$ cat src/rtl/calc_pkg.sv
// Shared calculator constants: sequencer states, display codes, ALU opcodes.
// Used by the sequencer, the ALU and the display mux.
package calc_pkg;

  typedef enum logic [2:0] {
    S_WAIT        = 3'd0,
    S_LOAD_FIRST  = 3'd1,
    S_LOAD_SECOND = 3'd2,
    S_ISSUE       = 3'd3,
    S_BUSY        = 3'd4,
    S_DONE        = 3'd5
  } state_t;

  localparam logic [1:0] DISP_WAIT = 2'b00;
  localparam logic [1:0] DISP_LDA  = 2'b01;
  localparam logic [1:0] DISP_LDB  = 2'b10;
  localparam logic [1:0] DISP_RUN  = 2'b11;

  localparam logic [1:0] OP_ADD = 2'b00;
  localparam logic [1:0] OP_SUB = 2'b01;
  localparam logic [1:0] OP_MUL = 2'b10;
  localparam logic [1:0] OP_DIV = 2'b11;

  function automatic logic [1:0] disp_of(input state_t s);
    logic [1:0] d;
    d = DISP_RUN;
    case (s)
      S_WAIT:        d = DISP_WAIT;
      S_LOAD_FIRST:  d = DISP_LDA;
      S_LOAD_SECOND: d = DISP_LDB;
      default:       d = DISP_RUN;
    endcase
    return d;
  endfunction

endpackage

$ cat src/rtl/calc_if.sv
// Sequencer bundle: buttons, switches and ALU handshake in,
// registered operands, result and status out.
interface calc_if #(
  parameter int DATA_W = 8,
  parameter int RES_W  = 16
);
  logic              btnr;
  logic              btnl;
  logic [DATA_W+1:0] sw;
  logic              alu_done;
  logic [RES_W-1:0]  alu_result;
  logic [DATA_W-1:0] operand_a;
  logic [DATA_W-1:0] operand_b;
  logic [1:0]        op;
  logic              alu_start;
  logic [RES_W-1:0]  result;
  logic              error;
  logic              busy;
  logic [1:0]        disp_state;

  modport master (
    output btnr, btnl, sw, alu_done, alu_result,
    input  operand_a, operand_b, op, alu_start,
    input  result, error, busy, disp_state
  );

  modport slave (
    input  btnr, btnl, sw, alu_done, alu_result,
    output operand_a, operand_b, op, alu_start,
    output result, error, busy, disp_state
  );
endinterface

$ cat src/rtl/btn_edge.sv
// Button front end: 2-FF synchroniser followed by a rising-edge detect.
// One clk-wide pulse per press, however long the button is held.
module btn_edge (
  input  logic clk,
  input  logic reset,
  input  logic btn,
  output logic pulse
);
  logic r_s1;
  logic r_s2;
  logic r_s3;

  always_ff @(posedge clk or posedge reset) begin
    if (reset) begin
      r_s1 <= 1'b0;
      r_s2 <= 1'b0;
      r_s3 <= 1'b0;
    end else begin
      r_s1 <= btn;
      r_s2 <= r_s1;
      r_s3 <= r_s2;
    end
  end

  assign pulse = r_s2 & ~r_s3;
endmodule

$ cat src/rtl/calc_sequencer.sv
// Calculator controller: operand entry, one ALU start pulse,
// done/timeout wait, held result and error for the display.
module calc_sequencer
  import calc_pkg::*;
#(
  parameter int DATA_W  = 8,
  parameter int RES_W   = 16,
  parameter int TIMEOUT = 64
) (
  input  logic  clk,
  input  logic  reset,
  calc_if.slave bus
);
  localparam int CNT_W = $clog2(TIMEOUT);

  logic w_r_ev;
  logic w_l_ev;

  state_t            r_state, w_state_nx;
  logic [DATA_W-1:0] r_a, w_a_nx;
  logic [DATA_W-1:0] r_b, w_b_nx;
  logic [1:0]        r_op, w_op_nx;
  logic [RES_W-1:0]  r_res, w_res_nx;
  logic              r_err, w_err_nx;
  logic [CNT_W-1:0]  r_cnt, w_cnt_nx;

  btn_edge u_btnr (
    .clk   (clk),
    .reset (reset),
    .btn   (bus.btnr),
    .pulse (w_r_ev)
  );

  btn_edge u_btnl (
    .clk   (clk),
    .reset (reset),
    .btn   (bus.btnl),
    .pulse (w_l_ev)
  );

  always_ff @(posedge clk or posedge reset) begin
    if (reset) begin
      r_state <= S_WAIT;
      r_a     <= '0;
      r_b     <= '0;
      r_op    <= '0;
      r_res   <= '0;
      r_err   <= 1'b0;
      r_cnt   <= '0;
    end else begin
      r_state <= w_state_nx;
      r_a     <= w_a_nx;
      r_b     <= w_b_nx;
      r_op    <= w_op_nx;
      r_res   <= w_res_nx;
      r_err   <= w_err_nx;
      r_cnt   <= w_cnt_nx;
    end
  end

  always_comb begin
    w_state_nx = r_state;
    w_a_nx     = r_a;
    w_b_nx     = r_b;
    w_op_nx    = r_op;
    w_res_nx   = r_res;
    w_err_nx   = r_err;
    w_cnt_nx   = r_cnt;
    // Clear beats every other event, including a coincident done/timeout.
    if (w_l_ev) begin
      w_state_nx = S_WAIT;
      w_a_nx     = '0;
      w_b_nx     = '0;
      w_op_nx    = '0;
      w_res_nx   = '0;
      w_err_nx   = 1'b0;
      w_cnt_nx   = '0;
    end else begin
      case (r_state)
        S_WAIT: begin
          if (w_r_ev) w_state_nx = S_LOAD_FIRST;
        end
        S_LOAD_FIRST: begin
          w_a_nx = bus.sw[DATA_W-1:0];
          if (w_r_ev) w_state_nx = S_LOAD_SECOND;
        end
        S_LOAD_SECOND: begin
          w_b_nx = bus.sw[DATA_W-1:0];
          if (w_r_ev) begin
            w_op_nx    = bus.sw[DATA_W+1:DATA_W];
            w_state_nx = S_ISSUE;
          end
        end
        S_ISSUE: begin
          w_cnt_nx   = '0;
          w_state_nx = S_BUSY;
        end
        S_BUSY: begin
          w_cnt_nx = r_cnt + 1'b1;
          if (bus.alu_done) begin
            w_res_nx   = bus.alu_result;
            w_err_nx   = 1'b0;
            w_state_nx = S_DONE;
          end else if (r_cnt == CNT_W'(TIMEOUT - 1)) begin
            w_res_nx   = '0;
            w_err_nx   = 1'b1;
            w_state_nx = S_DONE;
          end
        end
        S_DONE: begin
          if (w_r_ev) w_state_nx = S_LOAD_FIRST;
        end
        default: w_state_nx = S_WAIT;
      endcase
    end
  end

  assign bus.operand_a  = r_a;
  assign bus.operand_b  = r_b;
  assign bus.op         = r_op;
  assign bus.result     = r_res;
  assign bus.error      = r_err;
  assign bus.alu_start  = (r_state == S_ISSUE);
  assign bus.busy       = (r_state == S_ISSUE) | (r_state == S_BUSY);
  assign bus.disp_state = disp_of(r_state);
endmodule

$ cat src/flat_wrapper.sv
// flat-port wrapper written by rule: the top's interface ports become plain ports
module calc_sequencer_flat import calc_pkg::*;
#(
  parameter int DATA_W  = 8,
  parameter int RES_W   = 16,
  parameter int TIMEOUT = 64
)
  (clk, reset, bus_btnr, bus_btnl, bus_sw, bus_alu_done, bus_alu_result, bus_operand_a, bus_operand_b, bus_op, bus_alu_start, bus_result, bus_error, bus_busy, bus_disp_state);
  calc_if #(.DATA_W(DATA_W), .RES_W(RES_W)) bus_i ();
  input  logic clk;
  input  logic reset;
  input wire logic [$bits(bus_i.btnr)-1:0] bus_btnr;
  input wire logic [$bits(bus_i.btnl)-1:0] bus_btnl;
  input wire logic [$bits(bus_i.sw)-1:0] bus_sw;
  input wire logic [$bits(bus_i.alu_done)-1:0] bus_alu_done;
  input wire logic [$bits(bus_i.alu_result)-1:0] bus_alu_result;
  output wire logic [$bits(bus_i.operand_a)-1:0] bus_operand_a;
  output wire logic [$bits(bus_i.operand_b)-1:0] bus_operand_b;
  output wire logic [$bits(bus_i.op)-1:0] bus_op;
  output wire logic [$bits(bus_i.alu_start)-1:0] bus_alu_start;
  output wire logic [$bits(bus_i.result)-1:0] bus_result;
  output wire logic [$bits(bus_i.error)-1:0] bus_error;
  output wire logic [$bits(bus_i.busy)-1:0] bus_busy;
  output wire logic [$bits(bus_i.disp_state)-1:0] bus_disp_state;
  assign bus_i.btnr = bus_btnr;
  assign bus_i.btnl = bus_btnl;
  assign bus_i.sw = bus_sw;
  assign bus_i.alu_done = bus_alu_done;
  assign bus_i.alu_result = bus_alu_result;
  assign bus_operand_a = bus_i.operand_a;
  assign bus_operand_b = bus_i.operand_b;
  assign bus_op = bus_i.op;
  assign bus_alu_start = bus_i.alu_start;
  assign bus_result = bus_i.result;
  assign bus_error = bus_i.error;
  assign bus_busy = bus_i.busy;
  assign bus_disp_state = bus_i.disp_state;
  calc_sequencer #(.DATA_W(DATA_W), .RES_W(RES_W), .TIMEOUT(TIMEOUT)) u_core (.clk(clk), .reset(reset), .bus(bus_i));
endmodule
$ cat config.mk
export PLATFORM = sky130hd
export DESIGN_NAME = calc_sequencer_flat
export DESIGN_NICKNAME = d
export VERILOG_FILES = /design/src/rtl/calc_pkg.sv /design/src/rtl/calc_if.sv /design/src/rtl/btn_edge.sv /design/src/rtl/calc_sequencer.sv /design/src/flat_wrapper.sv
export SDC_FILE = /design/constraint.sdc
export NUM_CORES = 1
export LEC_CHECK = 0
export ABC_AREA = 1
export ABC_CLOCK_PERIOD_IN_PS = 2200
export CAP_MARGIN = 25
export CELL_PAD_IN_SITES_DETAIL_PLACEMENT = 0
export CELL_PAD_IN_SITES_GLOBAL_PLACEMENT = 1
export CORE_ASPECT_RATIO = 1.75
export CORE_UTILIZATION = 28
export CTS_BUF_LIST = sky130_fd_sc_hd__clkbuf_8 sky130_fd_sc_hd__clkbuf_16
export DETAILED_ROUTE_END_ITERATION = 12
export PLACE_DENSITY = 0.7
export SYNTH_ARGS = -nofsm -noshare
export SYNTH_HDL_FRONTEND = slang
export SYNTH_SLANG_ARGS = --single-unit
$ cat constraint.sdc
create_clock -name clk -period 2.2 [get_ports clk]
set_input_delay 0.55 -clock clk [delete_from_list [all_inputs] [get_ports clk]]
set_output_delay 0.55 -clock clk [all_outputs]
set_load 0.01 [all_outputs]
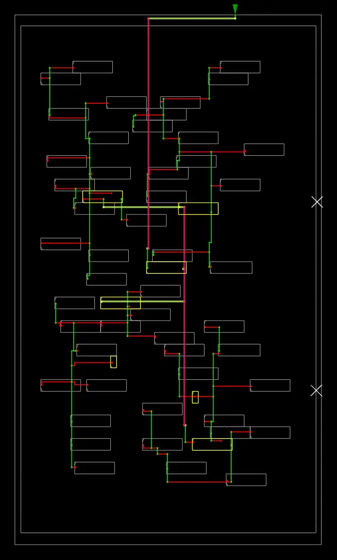
(run_1/clocks.png)
worst clock skew: 0.00378 ns
cts bufs inserted: 5
Clk. pwr: 0.714 mW

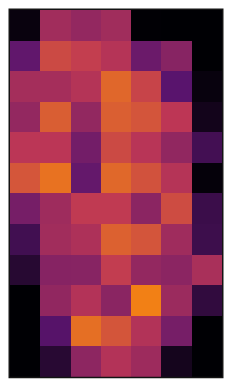
(run_1/cell_density.png)
(3 px per µm) The die is cut into 7 by 12 equal tiles; black is low, pale yellow is high, 0 to 100% covered.
fullest tile: 72%
mean over tiles: 36%
nearly empty tiles: 12%
Initial Util: 0.290
core area: 7960 µm²
fin util: 0.406

==> impl_metrics.py, run 1 <==
# Auto-generated metrics
metrics = {
    "pwr": {
        "power_frac_seq": 0.383,
        "p_int_mw": 2.43,
        "p_comb_frac": 0.425,
        "switching_share": 0.346,
        "p_per_area_nw_per_um2": 1150,
        "leakage_nw": 1.56,
        "switchingPower_mw": 1.29,
        "ir_worst_vdd_mv": 0.545,
    },
    "synthesis": {
        "synth_cells": 264,
        "ys_seq_frac": 0.541,
        "syn_avg_cell_area_um2": 8.76,
        "synth-edff-count": 0,
        "netlist.area_leader.share": 0.541,
        "ff_type": "dfrtp_1",
        "top_area_cell": "dfrtp_1",
        "ys.flops": 50,
        "yosys-stat-area_um2": 2310,
        "synthArstFlopShare": 1.00,
        "common_cells": "nand2_1, dfrtp_1, nand3_1",
        "most_common_cell": "nand2_1",
        "synthDistinctLibCells": 24,
        "ys_warn_count": 0,
        "synth_stat.cells": 264,
        "fp_nets": 296,
        "synth.cell_area_um2": 2310,
        "topCellsByArea": "dfrtp_1, nand2_1, nand3_1, o21ai_2, inv_1",
    },
    "placed_design": {
        "hpwlAfterDp_um": 3820,
        "placed_area_um2": 3080,
        "io_buffers": 69,
        "gp_congestion": 0.751,
        "place_inst": 417,
    },
    "floorplan": {
        "die_area_um2": 8640,
        "dieWidth_um": 70.7,
        "die_h_um": 122,
        "ios": 70,
        "floorplan.rows": 43,
    },
    "clock_network": {
        "htreeDepth": 2,
        "cts-root-buf": "clkbuf_16",
        "cts.sinks": 50,
        "cts_buffer_depth": 2,
        "tritoncts": "done",
        "path_clk_slew_ns": 0.06,
        "cts-hold-fix-buffers": 0,
    },
    "critical_path": {
        "critPathArrivalTime_ns": 1.57,
        "cp-start-kind": "flip-flop",
        "cp-end-kind": "output pin",
        "worstPathRequired_ns": 1.65,
        "crit_family": "buffers and inverters",
        "cp_slowest_cell": "clkdlybuf4s50_1",
        "cp_max_fo": 6,
        "slowest_delay_ns": 0.53,
        "critical_path_class": "reg -> out",
        "crit_chain": "inv_2, nand3_4, nand2_1, clkdlybuf4s50_1",
        "cp_num_buf_inv": 2,
    },
    "timing": {
        "hold_viol_final": 0,
        "rsz0062_at_grt": "false",
        "slew_headroom": 0.719,
        "maxSlewViolCount": 0,
        "layout_min_cycle_time_ns": 2.12,
        "finalClockPeriodUsage": 0.963,
        "worst_pin_slew_ns": 0.421,
        "timing.fmax_mhz": 472,
        "setup_viol": 0,
        "setup_tns_ns": 0,
    },
    "routing": {
        "num_vias": 1910,
        "routedWlPerCell_um": 12.5,
        "drc": 4,
        "ant_nets": 0,
        "drtPass1Iterations": 8,
        "vias_per_cell": 4.48,
        "wirelength_um": 5340,
        "dr.first_iter.drc_count": 113,
    },
    "finish": {
        "fillers": 819,
        "stdcell_count": 426,
        "drive_gt1_frac": 0.146,
        "comb_area_um2": 910,
        "stdcell_area_um2": 3240,
        "fin_nets": 368,
        "diodes": 0,
        "area_growth_pct": 39.9,
        "regArea_um2": 1250,
    },
    "run_status": {
        "violations": "design-rule violations",
        "outcome": "finished, violations left",
    },
    "global_route": {
        "grt_first_pass_wirelength_um": 8980,
        "antenna_found_initial": 0,
        "grt_pass1_vias": 1875,
        "grt_max_degree": 51,
        "grtUsageTotal": 0.134,
        "grt_overflow": 0,
    },
    "flow_run": {
        "cap_violations": 0,
        "tool_warnings": 26,
    },
    "min_path": {
        "worstHoldPathType": "reg -> reg",
    },
}
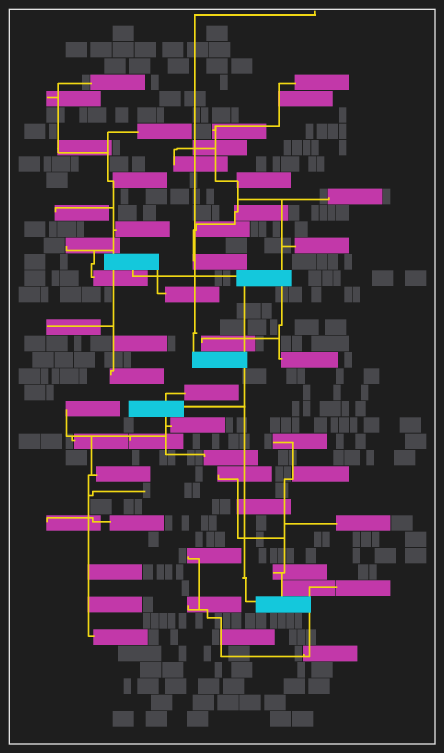
(run_1/clk_routes.png)
(6 px per µm)
[clock wires] yellow | length: 648 µm
[clock drivers] cyan | count: 5
[flip-flops] magenta | count: 50
routed clock nets: 6
Clock Power Share: 0.192
Latency at later pin: 0.28 ns

## run 1: worst register-to-register path, cell delays in order (launching register included)
cell	delay (ns)
dfrtp_1	0.43
nand2_4	0.28
inv_2	0.20
nor2_4	0.36
nand2_1	0.13
o21ai_2	0.14
## run 1: area by class of cell
class | instances | area share
clock inverter | 2 | 0.00232
clock buffer | 5 | 0.0387
timing repair buffer | 73 | 0.227
inverter | 25 | 0.0290
tap | 90 | 0.0348
sequential | 50 | 0.387
multi-input combinational | 181 | 0.281
## run 1: cell usage in the layout (no fill, tap or decap), drive strengths merged
cell,netlist,layout
nand2,105,105
clkdlybuf4s50,0,69
dfrtp,50,50
nand3,29,29
inv,24,26
o21ai,25,25
nor2,15,15
clkbuf,1,5
a21oi,4,4
buf,7,4
clkinv,1,1
xnor2,1,1
o22ai,1,1
ha,1,1
## run 1: routing by layer
metal  global-route usage  part of all wire  wire (µm)  vias up
met5                    0                 0          0        -
met4               0.0575             0.019        103        0
met3               0.0296             0.038        205        6
met2                0.227              0.53       2830       47
met1                0.164              0.41       2200      882
li1                     -                 -          -      975
## run 1: path summary, 6_finish.rpt
| check | from | endpoint | slack [ns] | cells past startpoint |
|---|---|---|---|---|
| min reg2reg | u_core.u_btnr.r_s1 | u_core.u_btnr.r_s2 | 0.35 | 0 |
| max reg2reg | u_core.u_btnl.r_s2 | u_core.bus.result[8] | 0.59 | 5 |
| min | u_core.u_btnr.r_s1 | u_core.u_btnr.r_s2 | 0.35 | 0 |
| min in group asynchronous | reset | u_core.bus.operand_b[2] | 0.62 | 3 |
| max in group asynchronous | reset | u_core.r_state[1] | 1.32 | 3 |
| max | u_core.r_state[1] | bus_busy | 0.08 | 4 |
## run 1: timing repair
item,4_1_cts,5_1_grt
gates resized,1,2
setup buffers,0,2
endpoints found under the setup margin,1,2
gates cloned,0,0
## run 1: sequential cells by signal, indices dropped and copies added (netlist names)
register and flops:
u_core.r_cnt 6, u_core.u_btnr.r_s1 1, u_core.bus.result 16, u_core.bus.op 2
u_core.r_state 3, u_core.bus.operand_b 8, u_core.u_btnl.r_s2 1, u_core.u_btnr.r_s2 1
u_core.u_btnl.r_s1 1, u_core.u_btnl.r_s3 1, u_core.u_btnr.r_s3 1, u_core.bus.operand_a 8
u_core.bus.error 1
## run 1: through the flow
stage                     hold WS [ns]  setup slack, ns  power (mW)
after floorplan                  0.331            0.449        2.20
after global placement           0.334            0.309        2.99
after detailed placement         0.335            0.296        3.01
after CTS                        0.349           0.0132        3.75
after global routing             0.368          0.00703        3.99
final                            0.347           0.0824        3.72
## run 1: power groups by stage
stage	combinational, mW	sequential (mW)	clock (mW)
2_1_floorplan	0.678	1.52	0
6_report	1.58	1.43	0.714
5_1_grt	1.74	1.47	0.780
3_5_place_dp	1.57	1.44	0
4_1_cts	1.57	1.43	0.746
3_3_place_gp	1.55	1.44	0
## run 1: logic make-up after synthesis
kind of cell	count (synthesis)	synth area share
flip-flops	50	0.541
buffers and inverters	33	0.0676
AND-OR/OR-AND	30	0.0931
AND/OR/NAND/NOR	149	0.289
XOR/XNOR	1	0.00379
adder cells (fa/ha/maj)	1	0.00541
==> run_1/detail.png <==
Region (23, 49) to (48, 74) µm. Cells in gray, sequential cells in the stronger gray; small squares are vias.
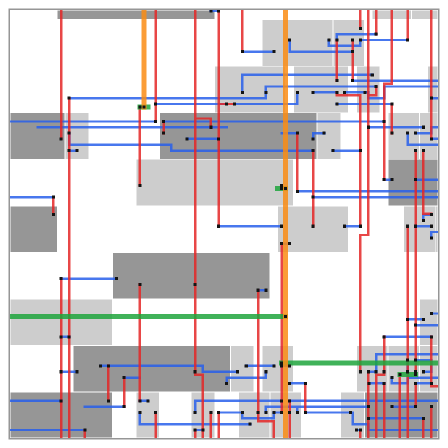

==> inputs of run 2 (changes only) <==
MAX_ROUTING_LAYER = met4   (was default)
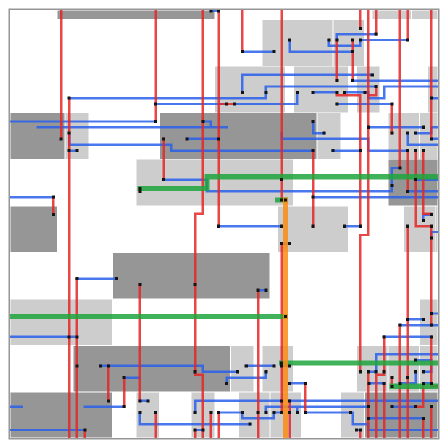
(run_2/detail.png)
Region (23, 49) to (48, 74) µm. Cells in gray, sequential cells in the stronger gray; small squares are vias.
[metal 4] orange
[metal 2] red
[metal 3] green
[metal 1] blue
cells with their middle in the window: 28
sequential cells in the window: 4
most frequent: nand3_1 (6)

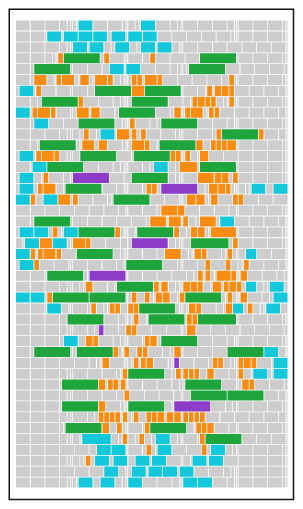
(run_2/placement_by_type.png)
(4 px per µm) Fill, decap, tap and diode cells in gray.
[clock drivers and dummy loads] purple | cells: 7 | share of their area: 4.2%
[combinational and other logic] orange | cells: 206 | share of their area: 32%
[remaining buffers and delay cells] cyan | cells: 73 | share of their area: 23%
[sequential cells] green | cells: 50 | share of their area: 40%

==> run 2 against run 1 <==
  * The run still ends with design-rule violations left
  * Via count fell by 0.16%
  * First-iteration DRC count fell by 8.8%
  * Setup slack got worse by 0.00054 ns
  * Largest power group unchanged
  * Synthesized cell count did not move
  * Sequential power barely moved
==> impl_metrics.py, run 2 <==
# Auto-generated metrics
metrics = {
    "flow_run": {
        "tool_warnings": 26,
        "cap_violations": 0,
    },
    "pwr": {
        "p_per_area_nw_per_um2": 1150,
        "p_int_mw": 2.43,
        "switchingPower_mw": 1.29,
        "power.share.clock": 0.192,
        "switching_share": 0.347,
        "leakage_nw": 1.56,
        "power_frac_seq": 0.383,
    },
    "global_route": {
        "grt_overflow": 0,
        "antenna_found_initial": 0,
        "grt_max_degree": 51,
        "grtUsageTotal": 0.138,
        "grt_pass1_vias": 1872,
    },
    "synthesis": {
        "ff_type": "dfrtp_1",
        "synthArstFlopShare": 1.00,
        "fp_nets": 296,
        "synth.cell_area_um2": 2310,
        "ys_warn_count": 0,
        "yosys-stat-area_um2": 2310,
        "synth_stat.cells": 264,
        "ys_seq_frac": 0.541,
        "synthDistinctLibCells": 24,
        "common_cells": "nand2_1, dfrtp_1, nand3_1",
        "most_common_cell": "nand2_1",
        "netlist.area_leader.share": 0.541,
        "syn_avg_cell_area_um2": 8.76,
    },
    "routing": {
        "routedWlPerCell_um": 12.6,
        "vias_per_cell": 4.48,
        "dr.first_iter.drc_count": 103,
        "wirelength_um": 5370,
        "drtPass1Iterations": 8,
        "drc": 4,
        "num_vias": 1907,
    },
    "finish": {
        "lay_top_count": "nand2_1",
        "fin_nets": 368,
        "largest_reg_flops": 16,
        "utilization": 0.406,
        "regArea_um2": 1250,
        "fillers": 819,
        "drive_gt1_frac": 0.146,
        "comb_area_um2": 910,
    },
    "critical_path": {
        "worstPathRequired_ns": 1.65,
        "cp_max_fo": 6,
        "critPathArrivalTime_ns": 1.57,
        "cp-end-kind": "output pin",
    },
    "placed_design": {
        "hpwlAfterDp_um": 3820,
        "io_buffers": 69,
        "gp_congestion": 0.760,
    },
    "timing": {
        "worst_pin_slew_ns": 0.422,
        "maxSlewViolCount": 0,
        "hold_viol_final": 0,
        "setup_tns_ns": 0,
        "finalClockPeriodUsage": 0.963,
        "setup_viol": 0,
        "timing.fmax_mhz": 472,
        "rsz0062_at_grt": "false",
    },
    "floorplan": {
        "die_h_um": 122,
        "floorplan.rows": 43,
        "dieWidth_um": 70.7,
        "ios": 70,
        "die_area_um2": 8640,
    },
    "clock_network": {
        "cts-root-buf": "clkbuf_16",
        "cts.sinks": 50,
        "tritoncts": "done",
        "cts_made_buffers": 5,
    },
    "run_status": {
        "outcome": "finished, violations left",
        "violations": "design-rule violations",
    },
}
## run 2: area by class of cell
type	instances	share of cell area
Clock inverter	2	0.00232
Clock buffer	5	0.0387
Multi-Input combinational cell	181	0.281
Inverter	25	0.0290
Timing Repair Buffer	73	0.227
Tap cell	90	0.0348
Sequential cell	50	0.387
## run 2: worst max-delay path, cell delays in order (launching register included)
cell,delay (ns)
dfrtp_2,0.45
inv_2,0.11
nand3_4,0.11
nand2_1,0.08
clkdlybuf4s50_1,0.53
## run 2: final timing paths
kind	startpoint	endpoint	slack (ns)	cells after the start
hold reg to reg	u_core.u_btnr.r_s1	u_core.u_btnr.r_s2	0.35	0
setup reg to reg	u_core.u_btnl.r_s2	u_core.bus.result[8]	0.59	5
min in group asynchronous	reset	u_core.bus.operand_b[2]	0.62	3
hold / removal	u_core.u_btnr.r_s1	u_core.u_btnr.r_s2	0.35	0
max in group asynchronous	reset	u_core.r_state[2]	1.32	3
setup / recovery	u_core.r_state[1]	bus_busy	0.08	4
## run 2: repair_timing
| item | 4_1_cts | 5_1_grt |
|---|---|---|
| setup endpoints to repair | 1 | 2 |
| pin swaps | 0 | 0 |
| hold buffers | 0 | 0 |
| gates resized | 1 | 2 |
| setup buffers | 0 | 2 |
| cloned | 0 | 0 |
## run 2: routing by layer
metal	track usage	part of all wire	routed length (µm)
met2	0.225	0.52	2820
met1	0.168	0.43	2300
met5	-	0	0
met4	0.0575	0.017	92
met3	0.0255	0.031	169
## run 2: cell families after synthesis
group                      synth area share
and+or+nand+nor                       0.289
DFF                                   0.541
buffers and inverters                0.0676
AOI/OAI and AO/OA                    0.0931
xor gates and xnor gates            0.00379
adders and majority gates           0.00541
## run 2: power by group through the flow
stage               Combinational (mW)  Clock, mW  Sequential [mW]
finish                            1.58      0.717             1.43
global placement                  1.55          0             1.44
floorplan                        0.678          0             1.52
global route                      1.74      0.783             1.47
CTS                               1.57      0.746             1.43
detailed placement                1.57          0             1.44
## run 2: stage by stage
stage | instance area (µm²) | power, mW | instances | setup slack [ns]
2_1_floorplan | 2310 | 2.20 | 264 | 0.449
6_report | 3240 | 3.73 | 426 | 0.0819
3_5_place_dp | 3080 | 3.01 | 417 | 0.296
3_3_place_gp | 3080 | 2.99 | 417 | 0.309
5_1_grt | 3240 | 3.99 | 426 | 0.00426
4_1_cts | 3210 | 3.75 | 424 | 0.0132
==> run_2/cell_density.png <==
(3 px per µm) The die is cut into 7 by 12 equal tiles; black is low, pale yellow is high, 0 to 100% covered.
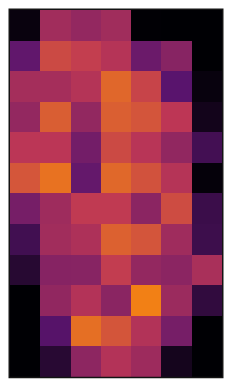

==> inputs of run 3 (changes only) <==
CELL_PAD_IN_SITES_DETAIL_PLACEMENT = 1   (was 0)
CORE_MARGIN = 5   (was default)
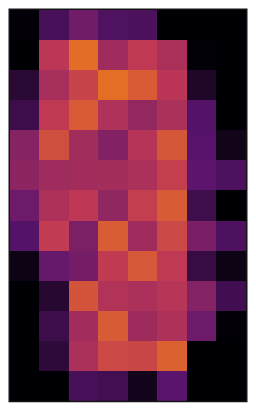
(run_3/cell_density.png)
(3 px per µm) The die is cut into 8 by 13 equal tiles; black is low, pale yellow is high, 0 to 100% covered.
fullest tile: 66%
mean over tiles: 31%
densest ninth of the die: center
nearly empty tiles: 19%
Initial Util: 0.282
fin util: 0.398
core area: 8200 µm²

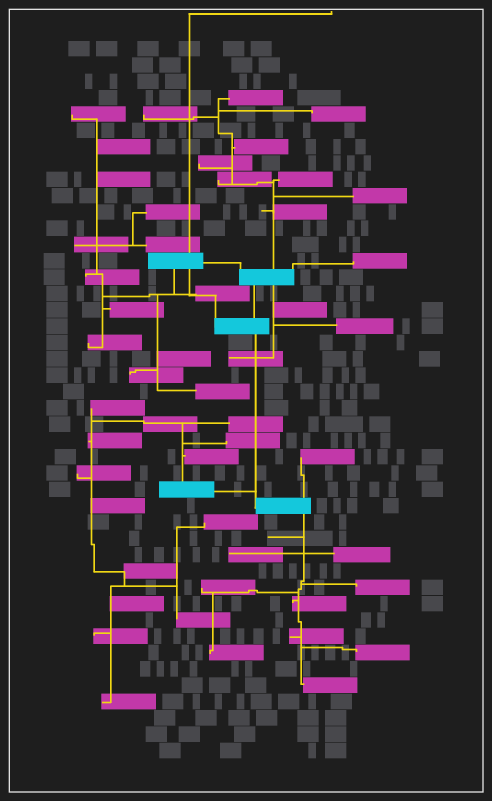
(run_3/clk_routes.png)
(6 px per µm)
[flip-flops] magenta | count: 50
[clock drivers] cyan | count: 5
[clock wires] yellow | length: 673 µm
routed clock nets: 6

==> run 3 against run 2 <==
  * The flow now finishes without violations
  * Routed wire length is 11% higher
  * Via count is 2.8% higher
  * Cell count is 0.70% higher
  * First-iteration DRC count is 9.7% higher
  * Combinational power hardly changed
  * Global-route usage is 1.4 points lower
  * Synthesized cell count stayed put
  * Final area is 1.0% higher
  * Clock skew hardly changed
  * Hold slack better by 0.0022 ns
  * Non-clock buffer count stayed put
  * Clock-buffer cell count stayed put
==> impl_metrics.py, run 3 <==
# Auto-generated metrics
metrics = {
    "clock_network": {
        "cts.sinks": 50,
        "tritoncts": "done",
        "cts_buffer_depth": 2,
        "htreeDepth": 2,
        "cts-hold-fix-buffers": 0,
        "cts-root-buf": "clkbuf_16",
        "clock_latency_ns": 0.28,
        "cts_made_buffers": 5,
        "path_clk_slew_ns": 0.06,
    },
    "placed_design": {
        "placed_area_um2": 3080,
        "place_inst": 419,
        "gp_congestion": 0.734,
        "io_buffers": 69,
        "hpwlAfterDp_um": 4520,
    },
    "finish": {
        "regArea_um2": 1250,
        "comb_area_um2": 910,
        "layout_top_cells": "nand2_1, clkdlybuf4s50_1, dfrtp_1, nand3_1, inv_1",
        "fin_nets": 368,
        "diodes": 0,
        "largest_reg_flops": 16,
        "drive_gt1_frac": 0.148,
        "stdcell_area_um2": 3270,
        "fillers": 974,
        "area_growth_pct": 41.3,
        "lay_top_count": "nand2_1",
        "stdcell_count": 429,
    },
    "synthesis": {
        "most_common_cell": "nand2_1",
        "ys_sh_aoi": 0.0931,
        "synth-edff-count": 0,
        "synth_stat.cells": 264,
        "synth.cell_area_um2": 2310,
        "ys_sh_xor": 0.00379,
        "common_cells": "nand2_1, dfrtp_1, nand3_1",
        "syn_avg_cell_area_um2": 8.76,
        "ys_warn_count": 0,
        "synth_cells": 264,
        "synthArstFlopShare": 1.00,
        "ys_seq_frac": 0.541,
        "fp_nets": 296,
        "simple_gate_share": 0.289,
        "ys_sh_mux": 0,
        "top_logic_kind": "simple AND/OR/NAND/NOR gates",
        "synthDistinctLibCells": 24,
        "ys.flops": 50,
        "netlist.area_leader.share": 0.541,
        "top_area_cell": "dfrtp_1",
        "topCellsByArea": "dfrtp_1, nand2_1, nand3_1, o21ai_2, inv_1",
        "ff_type": "dfrtp_1",
        "yosys-stat-area_um2": 2310,
        "synthAdderAreaFrac": 0.00541,
    },
    "timing": {
        "finalClockPeriodUsage": 0.966,
        "worst_pin_slew_ns": 0.437,
        "setup_viol": 0,
        "holdWs_ns": 0.353,
        "rsz0062_at_grt": "false",
        "layout_min_cycle_time_ns": 2.12,
        "slew_headroom": 0.708,
        "timing.fmax_mhz": 471,
        "skew_ns": 0.00399,
        "hold_viol_final": 0,
        "maxSlewViolCount": 0,
        "setup_tns_ns": 0,
    },
    "pwr": {
        "finalPower_mw": 3.88,
        "power_frac_seq": 0.367,
        "p_per_area_nw_per_um2": 1190,
        "ir_worst_vdd_mv": 0.476,
        "switching_share": 0.341,
        "power.share.clock": 0.219,
        "leakage_nw": 1.57,
        "p_comb_frac": 0.415,
        "switchingPower_mw": 1.32,
        "p_int_mw": 2.56,
    },
    "critical_path": {
        "startpoint": "u_core.r_state[1]",
        "worstPathRequired_ns": 1.65,
        "critical_path_class": "reg -> out",
        "cp-end-kind": "output pin",
        "cp_max_fo": 6,
        "reg2reg_from": "u_core.u_btnl.r_s2",
        "critPathArrivalTime_ns": 1.57,
        "cp-start-kind": "flip-flop",
    },
    "min_path": {
        "min-delay-start": "u_core.u_btnl.r_s1",
        "worstHoldPathType": "reg -> reg",
    },
    "routing": {
        "routedWlPerCell_um": 14.0,
        "drc": 0,
        "dr.first_iter.drc_count": 113,
        "num_vias": 1961,
        "vias_per_cell": 4.57,
        "drtPass1Iterations": 4,
        "wirelength_um": 5990,
        "ant_nets": 0,
    },
    "global_route": {
        "grt_pass1_vias": 2074,
        "grt_first_pass_wirelength_um": 9740,
        "grtUsageTotal": 0.124,
        "antenna_found_initial": 0,
        "grt_max_degree": 51,
        "grt_overflow": 0,
    },
    "floorplan": {
        "floorplan.rows": 44,
        "die_h_um": 130,
        "ios": 70,
        "dieWidth_um": 78.7,
        "die_area_um2": 10200,
    },
    "flow_run": {
        "cap_violations": 0,
        "tool_warnings": 26,
    },
    "run_status": {
        "outcome": "finished, final reports clean",
    },
}
run 3: cell types whose count changed in the layout (fill, tap and decap cells not counted), sizes merged:
cell    change
bufinv      +1
run 3: critical path, cell delays in order (launching register included):
cell and delay [ns]:
dfrtp_1 0.44, inv_2 0.12, nand3_4 0.12, nand2_1 0.08, clkdlybuf4s50_1 0.53
run 3: path summary, 6_finish.rpt:
| check | to | slack, ns | depth (start not counted) |
|---|---|---|---|
| max | bus_busy | 0.08 | 4 |
| max in group asynchronous | u_core.r_state[0] | 1.31 | 3 |
| min reg2reg | u_core.u_btnl.r_s2 | 0.35 | 0 |
| max reg2reg | u_core.bus.result[0] | 0.59 | 5 |
| min | u_core.u_btnl.r_s2 | 0.35 | 0 |
| min in group asynchronous | u_core.r_cnt[5] | 0.62 | 3 |
run 3: final cells by class:
cell class | count | share of cell area
sequential | 50 | 0.384
multi-input combinational | 181 | 0.278
timing repair buffer | 73 | 0.224
clock buffer | 5 | 0.0383
tap | 92 | 0.0352
inverter | 25 | 0.0287
clock inverter | 3 | 0.0115
run 3: metrics by stage:
step | setup slack [ns] | utilization
floorplan | 0.449 | -
global placement | 0.294 | 0.376
detailed placement | 0.236 | 0.376
CTS | 0.0189 | 0.397
global route | 0.00344 | 0.398
finish | 0.0756 | 0.398
run 3: metal layers:
metal	global-route usage	part of all wire
met1	0.134	0.39
met3	0.0159	0.028
met5	-	0
met2	0.230	0.56
met4	0.0402	0.015
run 3: repair_timing:
item / in CTS / in global routing
pin swaps: 0 / 0
gates cloned: 0 / 0
buffers inserted: 1 / 1
endpoints found under the setup margin: 2 / 3
gates resized: 1 / 2
hold endpoints to repair: 0 / 0
run 3: logic make-up (layout without fill, tap and decap cells):
family / Yosys count / after routing
adders and majority gates: 1 / 1
buffers and inverters: 33 / 106
xor gates and xnor gates: 1 / 1
DFF: 50 / 50
and+or+nand+nor: 149 / 149
AOI/OAI and AO/OA: 30 / 30
run 3: power groups by stage:
| stage | combinational, mW | sequential [mW] | clock [mW] |
|---|---|---|---|
| 4_1_cts | 1.63 | 1.43 | 0.881 |
| 3_3_place_gp | 1.57 | 1.44 | 0 |
| 6_report | 1.61 | 1.42 | 0.847 |
| 3_5_place_dp | 1.61 | 1.45 | 0 |
| 5_1_grt | 1.77 | 1.46 | 0.913 |
| 2_1_floorplan | 0.678 | 1.52 | 0 |
Power figures rest on the tool's default switching activity, not on a simulated workload.
